--- config.mk ---
export PLATFORM = sky130hd
export DESIGN_NAME = ring_burst_arbiter
export DESIGN_NICKNAME = d
export VERILOG_FILES = /design/src/rtl/ring_arb_pkg.sv /design/src/rtl/onehot_ring7.sv /design/src/rtl/ring_burst_arbiter.sv
export SDC_FILE = /design/constraint.sdc
export NUM_CORES = 1
export LEC_CHECK = 0
export ABC_CLOCK_PERIOD_IN_PS = 2500
export CELL_PAD_IN_SITES_DETAIL_PLACEMENT = 0
export CELL_PAD_IN_SITES_GLOBAL_PLACEMENT = 1
export CORE_UTILIZATION = 34
export DETAILED_ROUTE_END_ITERATION = 10
export GPL_TIMING_DRIVEN = 0
export PLACE_DENSITY = 0.82
export RECOVER_POWER = 50
export SLEW_MARGIN = 20
export SYNTH_ARGS = -nofsm -noshare
export SYNTH_HDL_FRONTEND = slang
export SYNTH_SLANG_ARGS = --single-unit
--- constraint.sdc ---
create_clock -name clk -period 2.5 [get_ports clk]
set_input_delay 0.625 -clock clk [delete_from_list [all_inputs] [get_ports clk]]
set_output_delay 0.625 -clock clk [all_outputs]
set_load 0.005 [all_outputs]
--- src/rtl/ring_arb_pkg.sv ---
// Shared types and constants for the ring burst arbiter.
package ring_arb_pkg;

  typedef enum logic [1:0] {
    IDLE = 2'd0,
    STEP = 2'd1,
    DONE = 2'd2
  } state_e;

  localparam int RING_W   = 7;
  localparam int HOME_BIT = 0;
  localparam int LAST_BIT = 6;

  localparam int N_DEF  = 4;
  localparam int LW_DEF = 3;

endpackage

--- src/rtl/onehot_ring7.sv ---
// Seven-position one-hot step ring; rotates one position per adv and wraps bit 6 to bit 0.
module onehot_ring7
  import ring_arb_pkg::*;
(
  input  logic              clk,
  input  logic              rst,
  input  logic              adv,
  output logic [RING_W-1:0] pos,
  output logic              mark
);

  logic [RING_W-1:0] pos_q;
  logic [RING_W-1:0] pos_d;

  // Rotate upward on adv, otherwise hold.
  always_comb begin
    pos_d = pos_q;
    if (adv) begin
      pos_d = {pos_q[RING_W-2:0], pos_q[LAST_BIT]};
    end
  end

  // Position register; reset parks the ring at home.
  always_ff @(posedge clk or posedge rst) begin
    if (rst) begin
      pos_q <= RING_W'(1) << HOME_BIT;
    end else begin
      pos_q <= pos_d;
    end
  end

  assign pos  = pos_q;
  assign mark = pos_q[HOME_BIT] | pos_q[LAST_BIT];

endmodule

--- src/rtl/ring_burst_arbiter.sv ---
// Round-robin burst arbiter driving a shared one-hot step ring.
//
// state | meaning
// IDLE  | no grant held; pick next requester round-robin
// STEP  | grant held; advance the ring once per cycle
// DONE  | final grant cycle; pulse done, release grant
module ring_burst_arbiter
  import ring_arb_pkg::*;
#(
  parameter int N  = N_DEF,
  parameter int LW = LW_DEF
) (
  input  logic              clk,
  input  logic              rst,
  input  logic [N-1:0]      req,
  input  logic [N*LW-1:0]   len,
  output logic [N-1:0]      gnt,
  output logic              busy,
  output logic              done,
  output logic [RING_W-1:0] ring_pos,
  output logic              mark
);

  localparam int PW = (N > 1) ? $clog2(N) : 1;

  state_e         state_q, state_d;
  logic [N-1:0]   gnt_q,   gnt_d;
  logic [LW-1:0]  rem_q,   rem_d;
  logic [PW-1:0]  ptr_q,   ptr_d;
  logic [PW:0]    pick;
  logic [PW-1:0]  win;
  logic           adv;

  // Search upward from ptr+1 (mod N); MSB of the result flags a hit.
  // Scanning from the far end lets the nearest candidate overwrite the others.
  function automatic logic [PW:0] rr_pick(input logic [N-1:0] r, input logic [PW-1:0] p);
    logic [PW:0] res;
    int          idx;
    res = '0;
    for (int i = N; i >= 1; i--) begin
      idx = (int'(p) + i) % N;
      if (r[idx]) begin
        res = {1'b1, PW'(idx)};
      end
    end
    return res;
  endfunction

  // Next-state, grant latch, burst countdown and ring advance.
  always_comb begin
    state_d = state_q;
    gnt_d   = gnt_q;
    rem_d   = rem_q;
    ptr_d   = ptr_q;
    adv     = 1'b0;
    pick    = rr_pick(req, ptr_q);
    win     = pick[PW-1:0];
    case (state_q)
      IDLE: begin
        if (pick[PW]) begin
          rem_d   = len[int'(win)*LW +: LW];
          gnt_d   = N'(1) << win;
          ptr_d   = win;
          state_d = (rem_d != '0) ? STEP : DONE;
        end
      end
      STEP: begin
        adv   = 1'b1;
        rem_d = rem_q - LW'(1);
        if (rem_q == LW'(1)) begin
          state_d = DONE;
        end
      end
      DONE: begin
        gnt_d   = '0;
        state_d = IDLE;
      end
      default: begin
        gnt_d   = '0;
        state_d = IDLE;
      end
    endcase
  end

  // Arbiter registers; pointer resets to N-1 so requester 0 wins first.
  always_ff @(posedge clk or posedge rst) begin
    if (rst) begin
      state_q <= IDLE;
      gnt_q   <= '0;
      rem_q   <= '0;
      ptr_q   <= PW'(N - 1);
    end else begin
      state_q <= state_d;
      gnt_q   <= gnt_d;
      rem_q   <= rem_d;
      ptr_q   <= ptr_d;
    end
  end

  assign gnt  = gnt_q;
  assign busy = |gnt_q;
  assign done = (state_q == DONE);

  onehot_ring7 u_ring (
    .clk  (clk),
    .rst  (rst),
    .adv  (adv),
    .pos  (ring_pos),
    .mark (mark)
  );

endmodule

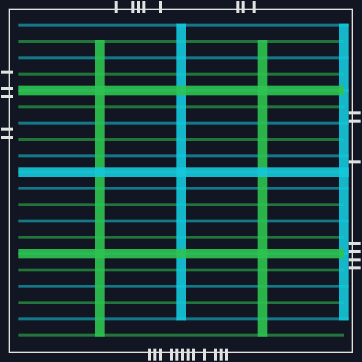
Figure 1: run 1, power grid.
(6 px per um) Pins as bars on the die edge.
VDD -> cyan
VSS -> green
met1 rails = 20
met4 straps = 4
rows = 19
met5 straps = 3

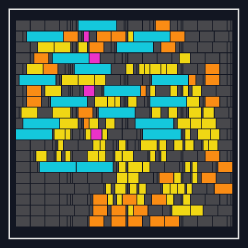
Figure 2: run 1, cell classes on the final placement.
(4 px per um) Fill, decap, tap and diode cells in gray.
registers -> cyan  # cells 18
remaining logic cells -> yellow  # cells 88
remaining buffers and delay cells -> orange  # cells 34
clock drivers and dummy loads -> magenta  # cells 4

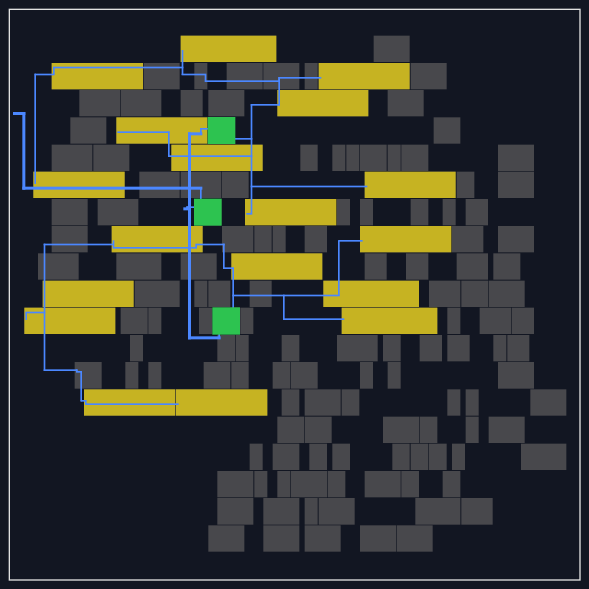
Figure 3: run 1, clock wires, drivers and flops.
(10 px per um)
flip-flops -> yellow  # count 18
clock wires -> blue  # length 234 um
clock-net drivers -> green  # count 3
routed clock nets = 4

==> results.json, run 1 <==
{
  "tap_cells": 31,
  "dieArea_mm2": 0.00324,
  "top_cells_by_count": "dfrtp_1 (15), inv_1 (9), nand2_1 (9)",
  "run_status": "complete, but fails checks",
  "power.total_mw": 1.27,
  "violations": "design-rule violations",
  "largest_class": "logic gates",
  "gr-usage-met2_pct": 28.2,
  "xor_area_share_pct": 0,
  "gr-usage-all-layers_pct": 15.8,
  "drt-met1-wl_um": 1110,
  "placed_cells": 171,
  "topCellsByArea": "dfrtp_1 (37%), mux2_2 (8.8%), dfstp_2 (7.7%), o211ai_1 (4.4%), o21ai_0 (3.9%)",
  "cts_tree": "done",
  "largest_reg_flops": 7,
  "layout.nets": 165,
  "n_all_inverters": 9,
  "port_buffers": 31,
  "worstHoldPathCells": 2,
  "comb_share_pct": 37.4,
  "logic_gates": 79,
  "fin_crit_sh_pct": 92.8,
  "dr.first_iter.drc_count": 33,
  "firstDrtPassIters": 8,
  "rsz0062_at_grt": "no",
  "rows": 19,
  "dpl_cell_area_mm2": 0.00138,
  "ff_latch_area_um2": 454,
  "gr-usage-met3_pct": 2.49,
  "num_antenna_cells": 0,
  "slowest_delay_ps": 490,
  "logic_area_um2": 526,
  "r2r_end": "state_q[0]",
  "synthCells": 109,
  "postCtsHoldBufs": 0,
  "p_sw_share_pct": 40.3,
  "critPathMaxFanout": 7,
  "async_reset_ff_share_pct": 100,
  "finClkSkew_ps": 6.00,
  "layout_top_cell": "clkdlybuf4s50_1",
  "cts_made_buffers": 3,
  "yosysSeqAreaShare_pct": 44.3,
  "num-fill-cells": 284,
  "ys.flops": 18,
  "antenna_found_initial": 0,
  "p_seq_mw": 0.451,
  "worst_skew_pair.late_latency_ps": 290,
  "grt_max_degree": 19,
  "simple_gate_share_pct": 17.2,
  "maxSlewViolCount": 0,
  "final_core_utilization_pct": 50.0,
  "ys_dominant_reg_cell": "dfrtp_1",
  "busiest_layer": "met2",
  "hp-class": "reg -> reg",
  "use_met1_pct": 19.2,
  "clock_area_share_pct": 1.87,
  "min-delay-start": "rem_q[1]",
  "syn_area_mm2": 0.00103,
  "clock_path_buffers": 2,
  "reg2reg_slack_ps": 470,
  "yosysWarnings": 0,
  "cts_sinks": 18,
  "layout_top_cells": "clkdlybuf4s50_1 (23), dfrtp_1 (15), nand2_1 (9), inv_1 (9)",
  "overflow": 0,
  "worst_ir_drop_vdd_uv": 522,
  "top_layer": "met4",
  "crit_arrival_ps": 2480,
  "power_leader": "combinational cells",
  "power_clock_mw": 0.153,
  "rr_worst_depth": 6,
  "fin_setup_tns_ps": 0,
  "drc": 4,
  "holdWs_ps": 516,
  "min_to": "rem_q[1]",
  "ys_cells": 109,
  "ys_top_logic_family": "AND-OR/OR-AND gates",
  "endpoint_kind": "flop",
  "p_sw_mw": 0.513,
  "yosys.area.top_type": "dfrtp_1"
}
Figure 4. Wiring by layer (run 1).
(6 px per um) Two of the layers only.
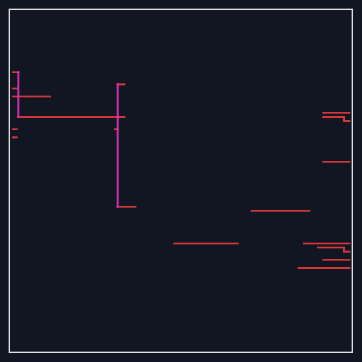

==> run 1 -> run 2 <==
CORE_MARGIN = 2   (was default)
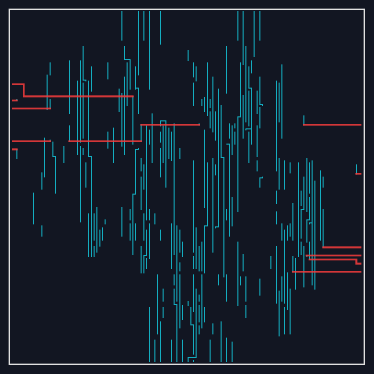
Figure 5: run 2, wiring by layer.
(6 px per um) Two of the layers only.
M2 -> cyan  # wire length 1200 um
M3 -> red  # wire length 103 um

==> run 2 against run 1 <==
Net effect:
- the flow still finishes with violations (design-rule violations)
- setup slack got worse by 15 ps
- hold slack improved by 15 ps
- power rose by 2.3%
- cell count did not move
- sequential power barely moved
- non-clock buffer count did not move
- synthesized cell count did not move
- synthesized area did not move
- clock skew barely moved
- global-route usage fell by 2.0 points
- combinational power barely moved
- via count fell by 0.22%
==> results.json, run 2 <==
{
  "yosys.area.top_type": "dfrtp_1",
  "yosysMostFrequentCell": "dfrtp_1",
  "r2r_end": "state_q[0]",
  "holdWs_ps": 531,
  "num_antenna_cells": 0,
  "ys_dominant_reg_cell": "dfrtp_1",
  "reg2reg_slack_ps": 480,
  "initial_core_util_pct": 36.6,
  "timing.critical_path.from": "req[1]",
  "rows": 19,
  "synthMuxAreaShare_pct": 9.76,
  "dieArea_mm2": 0.00347,
  "layout_top_cell": "clkdlybuf4s50_1",
  "cts_tree": "done",
  "final_cells": 175,
  "logic_area_um2": 526,
  "maxSlewViolCount": 0,
  "timing.rr.start": "ptr_q[1]",
  "crit_path_top_delay_cell": "clkdlybuf4s50_1",
  "ys_cells": 109,
  "logic_gates": 79,
  "critical_path_cell_count": 7,
  "postCtsHoldBufs": 0,
  "drv_cap": 0,
  "firstDrtPassIters": 7,
  "overflow": 0,
  "cts_sinks": 18,
  "power_clock_mw": 0.177,
  "hp-class": "reg -> reg",
  "ys.flops": 18,
  "critPathMaxFanout": 7,
  "cts_made_buffers": 3,
  "p_sw_mw": 0.510,
  "worstHoldPathCells": 2,
  "topCellsByArea": "dfrtp_1 (37%), mux2_2 (8.8%), dfstp_2 (7.7%), o211ai_1 (4.4%), o21ai_0 (3.9%)",
  "grt_pass1_wl_um": 3790,
  "largest_reg_flops": 7,
  "syn_area_mm2": 0.00103,
  "xor_area_share_pct": 0,
  "fin_crit_sh_pct": 93.4,
  "clock_area_share_pct": 2.57,
  "sh_seq_area_pct": 32.1,
  "drc": 1,
  "ys_top_logic_family": "AND-OR/OR-AND gates",
  "p_sw_share_pct": 39.2,
  "gr-usage-met3_pct": 3.52,
  "comb_share_pct": 37.2,
  "power_leader": "combinational cells",
  "warnings": 27,
  "path_class": "in -> reg",
  "final_core_utilization_pct": 50.4,
  "layout.nets": 165,
  "use_met1_pct": 16.3,
  "gr-usage-all-layers_pct": 13.9,
  "ff_latch_area_um2": 454,
  "synthCells": 109,
  "endpoint_kind": "flop",
  "min_to": "rem_q[1]",
  "busiest_layer": "met2",
  "num-fill-cells": 279,
  "drt-met1-wl_um": 1010,
  "yosysSeqAreaShare_pct": 44.3,
  "wl_met3_um": 103,
  "worst_skew_pair.late_latency_ps": 290,
  "comb_cell_power_mw": 0.671,
  "fp.dieW_um": 58.9,
  "dpl_cell_area_mm2": 0.00138,
  "largest_class": "logic gates",
  "endpoint": "state_q[0]",
  "rr_worst_depth": 6,
  "min-delay-start": "rem_q[1]",
  "finClkSkew_ps": 5.87,
  "avgSynthCellArea_um2": 9.41,
  "vias": 925,
  "seq_cells": 18,
  "crit_arrival_ps": 2490,
  "adder_share_pct": 2.44,
  "placed_cells": 171,
  "layout_top_cells": "clkdlybuf4s50_1 (23), dfrtp_1 (15), nand2_1 (9), inv_1 (9)",
  "violations": "design-rule violations",
  "dieHeight_um": 58.9,
  "rsz0062_at_grt": "no",
  "top_cells_by_count": "dfrtp_1 (15), inv_1 (9), nand2_1 (9)",
  "routabilityCongestion": 0.708,
  "gr-usage-met2_pct": 26.3,
  "hold_viol": 0,
  "n_all_inverters": 9,
  "postCtsSetupRepairBufs": 0,
  "design.core.area_mm2": 0.00281,
  "dpl.hpwl_um": 1820,
  "wire_per_inst_um": 13.2,
  "power_density_mw_per_mm2": 920,
  "final.clkbuf_count": 4,
  "stdcell_area_mm2": 0.00141,
  "ios": 32,
  "port_buffers": 31,
  "syn_nets": 129,
  "worst_ir_drop_vdd_uv": 526,
  "critPathBufInv": 1,
  "start_kind": "input pin",
  "grt_max_degree": 19,
  "ant_nets": 0,
  "power_frac_clock_pct": 13.6,
  "ys_sh_aoi_pct": 21.8,
  "simple_gate_share_pct": 17.2,
  "pre_cts_slack_ps": -187,
  "fin_setup_tns_ps": 0,
  "tightest_slew_ps": 672,
  "top_layer": "met3",
  "tap_cells": 31,
  "yosysWarnings": 0,
  "clock_path_buffers": 2,
  "run_status": "complete, but fails checks",
  "slew_headroom_pct": 55.2,
  "p_seq_mw": 0.454,
  "finalCriticalPeriod_ps": 2330,
  "power.total_mw": 1.30,
  "slowest_delay_ps": 480,
  "dr.first_iter.drc_count": 59,
  "fin_ws_ps": 166,
  "crit_path_cell_trace": "clkdlybuf4s50_1 -> nor2_1 -> o22ai_2 -> o21ai_0 -> nand3_1 -> a222oi_1 -> o32ai_1",
  "clk_pin_slew_worst_paths_ps": 100,
  "edf_count": 0,
  "antenna_found_initial": 0,
  "async_reset_ff_share_pct": 100,
  "leakagePower_nw": 0.643
}
Figure 6. Cell placement (run 2).
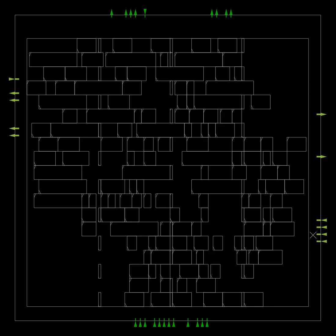

==> run 2 -> run 3 <==
CORE_ASPECT_RATIO = 2   (was default)
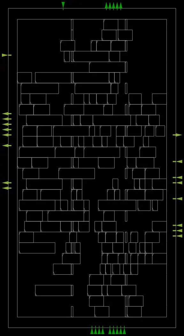
Figure 7: run 3, cell placement.
Post-Layout Cell Count: 175
Fillers: 273
core area: 0.00291 mm2

==> run 3 against run 2 <==
Net effect:
- synthesized area is the same
- critical path depth rose by 1
- critical path type unchanged
- the run now ends clean
- count of clock-buffer cells in the layout is the same
- cell area up 2.7%
- first-iteration DRC count down 47%
- global-route usage up 1.8 points
- wire length rose by 7.2%
- cell count stayed put
- largest cell class unchanged
- die size grew 0.78%
- clock power rose by 32%
- combinational power up 2%
- critical endpoint unchanged
- clock skew down 4.5 ps
==> results.json, run 3 <==
{
  "start_kind": "input pin",
  "cts_sinks": 18,
  "dieArea_mm2": 0.00350,
  "endpoint_kind": "flop",
  "busiest_layer": "met2",
  "finalCriticalPeriod_ps": 2370,
  "yosysWarnings": 0,
  "wire_per_inst_um": 14.2,
  "tightest_slew_ps": 673,
  "pre_cts_slack_ps": -226,
  "fin_crit_sh_pct": 94.7,
  "layout_top_cell": "clkdlybuf4s50_1",
  "cts_tree": "done",
  "gr-usage-met2_pct": 32.3,
  "critPathMaxFanout": 6,
  "postCtsHoldBufs": 0,
  "logic_gates": 79,
  "dpl.hpwl_um": 2010,
  "hold_viol": 0,
  "maxSlewViolCount": 0,
  "rows": 28,
  "postCtsSetupRepairBufs": 0,
  "worst_skew_pair.late_latency_ps": 250,
  "r2r_end": "state_q[0]",
  "synthMuxAreaShare_pct": 9.76,
  "ys.flops": 18,
  "comb_share_pct": 37.1,
  "yosysMostFrequentCell": "dfrtp_1",
  "drv_cap": 0,
  "power_clock_mw": 0.234,
  "timing.rr.start": "ptr_q[1]",
  "slew_headroom_pct": 55.1,
  "tap_cells": 30,
  "vias": 940,
  "antenna_found_initial": 0,
  "placed_cells": 170,
  "ff_latch_area_um2": 454,
  "routabilityCongestion": 0.750,
  "comb_cell_power_mw": 0.685,
  "final_core_utilization_pct": 50.0,
  "port_buffers": 31,
  "overflow": 0,
  "min-delay-start": "rem_q[1]",
  "warnings": 27,
  "num_antenna_cells": 0,
  "p_sw_mw": 0.526,
  "xor_area_share_pct": 0,
  "clock_area_share_pct": 3.79,
  "min_to": "rem_q[1]",
  "power.total_mw": 1.38,
  "wl_met3_um": 74,
  "dpl_cell_area_mm2": 0.00137,
  "hp-class": "reg -> reg",
  "firstDrtPassIters": 4,
  "fin_setup_tns_ps": 0,
  "gr-usage-all-layers_pct": 15.7,
  "n_all_inverters": 9,
  "crit_path_top_delay_cell": "clkdlybuf4s50_1",
  "stdcell_area_mm2": 0.00145,
  "layout_top_cells": "clkdlybuf4s50_1 (23), dfrtp_1 (15), nand2_1 (9), inv_1 (9)",
  "drive_above_1_share_pct": 17.2,
  "initial_core_util_pct": 35.3,
  "simple_gate_share_pct": 17.2,
  "logic_area_um2": 539,
  "fp.dieW_um": 42.8,
  "grt_max_degree": 19,
  "critPathBufInv": 2,
  "edf_count": 0,
  "sh_seq_area_pct": 31.3,
  "largest_reg_flops": 7,
  "crit_arrival_ps": 2470,
  "top_layer": "met4",
  "async_reset_ff_share_pct": 100,
  "crit_path_cell_trace": "clkdlybuf4s50_1 -> nand2_1 -> o22a_1 -> nand2_1 -> o211ai_1 -> a222oi_1 -> buf_4 -> o32ai_1",
  "layout.nets": 166,
  "seq_cells": 18,
  "p_seq_mw": 0.456,
  "leakagePower_nw": 0.655,
  "ys_dominant_reg_cell": "dfrtp_1",
  "drc": 0,
  "endpoint": "state_q[0]",
  "dr.first_iter.drc_count": 31,
  "adder_share_pct": 2.44,
  "avgSynthCellArea_um2": 9.41,
  "ys_top_logic_family": "AND-OR/OR-AND gates",
  "timing.critical_path.from": "req[0]",
  "run_status": "complete, no violations",
  "ios": 32,
  "ys_sh_aoi_pct": 21.8,
  "p_sw_share_pct": 38.3,
  "wl_met2_um": 1460,
  "finClkSkew_ps": 1.37,
  "ant_nets": 0,
  "power_frac_clock_pct": 17.0,
  "path_class": "in -> reg",
  "rr_worst_depth": 7,
  "final.clkbuf_count": 4,
  "drt-met1-wl_um": 893,
  "topCellsByArea": "dfrtp_1 (37%), mux2_2 (8.8%), dfstp_2 (7.7%), o211ai_1 (4.4%), o21ai_0 (3.9%)",
  "power_leader": "combinational cells",
  "power_density_mw_per_mm2": 947,
  "ys_cells": 109,
  "holdWs_ps": 518,
  "gr-usage-met3_pct": 1.54,
  "syn_nets": 129,
  "slowest_delay_ps": 610,
  "largest_class": "logic gates",
  "worst_ir_drop_vdd_uv": 534,
  "synthCells": 109,
  "cts_made_buffers": 3,
  "use_met1_pct": 13.9,
  "yosys.area.top_type": "dfrtp_1",
  "fin_ws_ps": 132,
  "top_cells_by_count": "dfrtp_1 (15), inv_1 (9), nand2_1 (9)",
  "grt_pass1_wl_um": 4160
}
Power figures rest on the tool's default switching activity, not on a simulated workload.
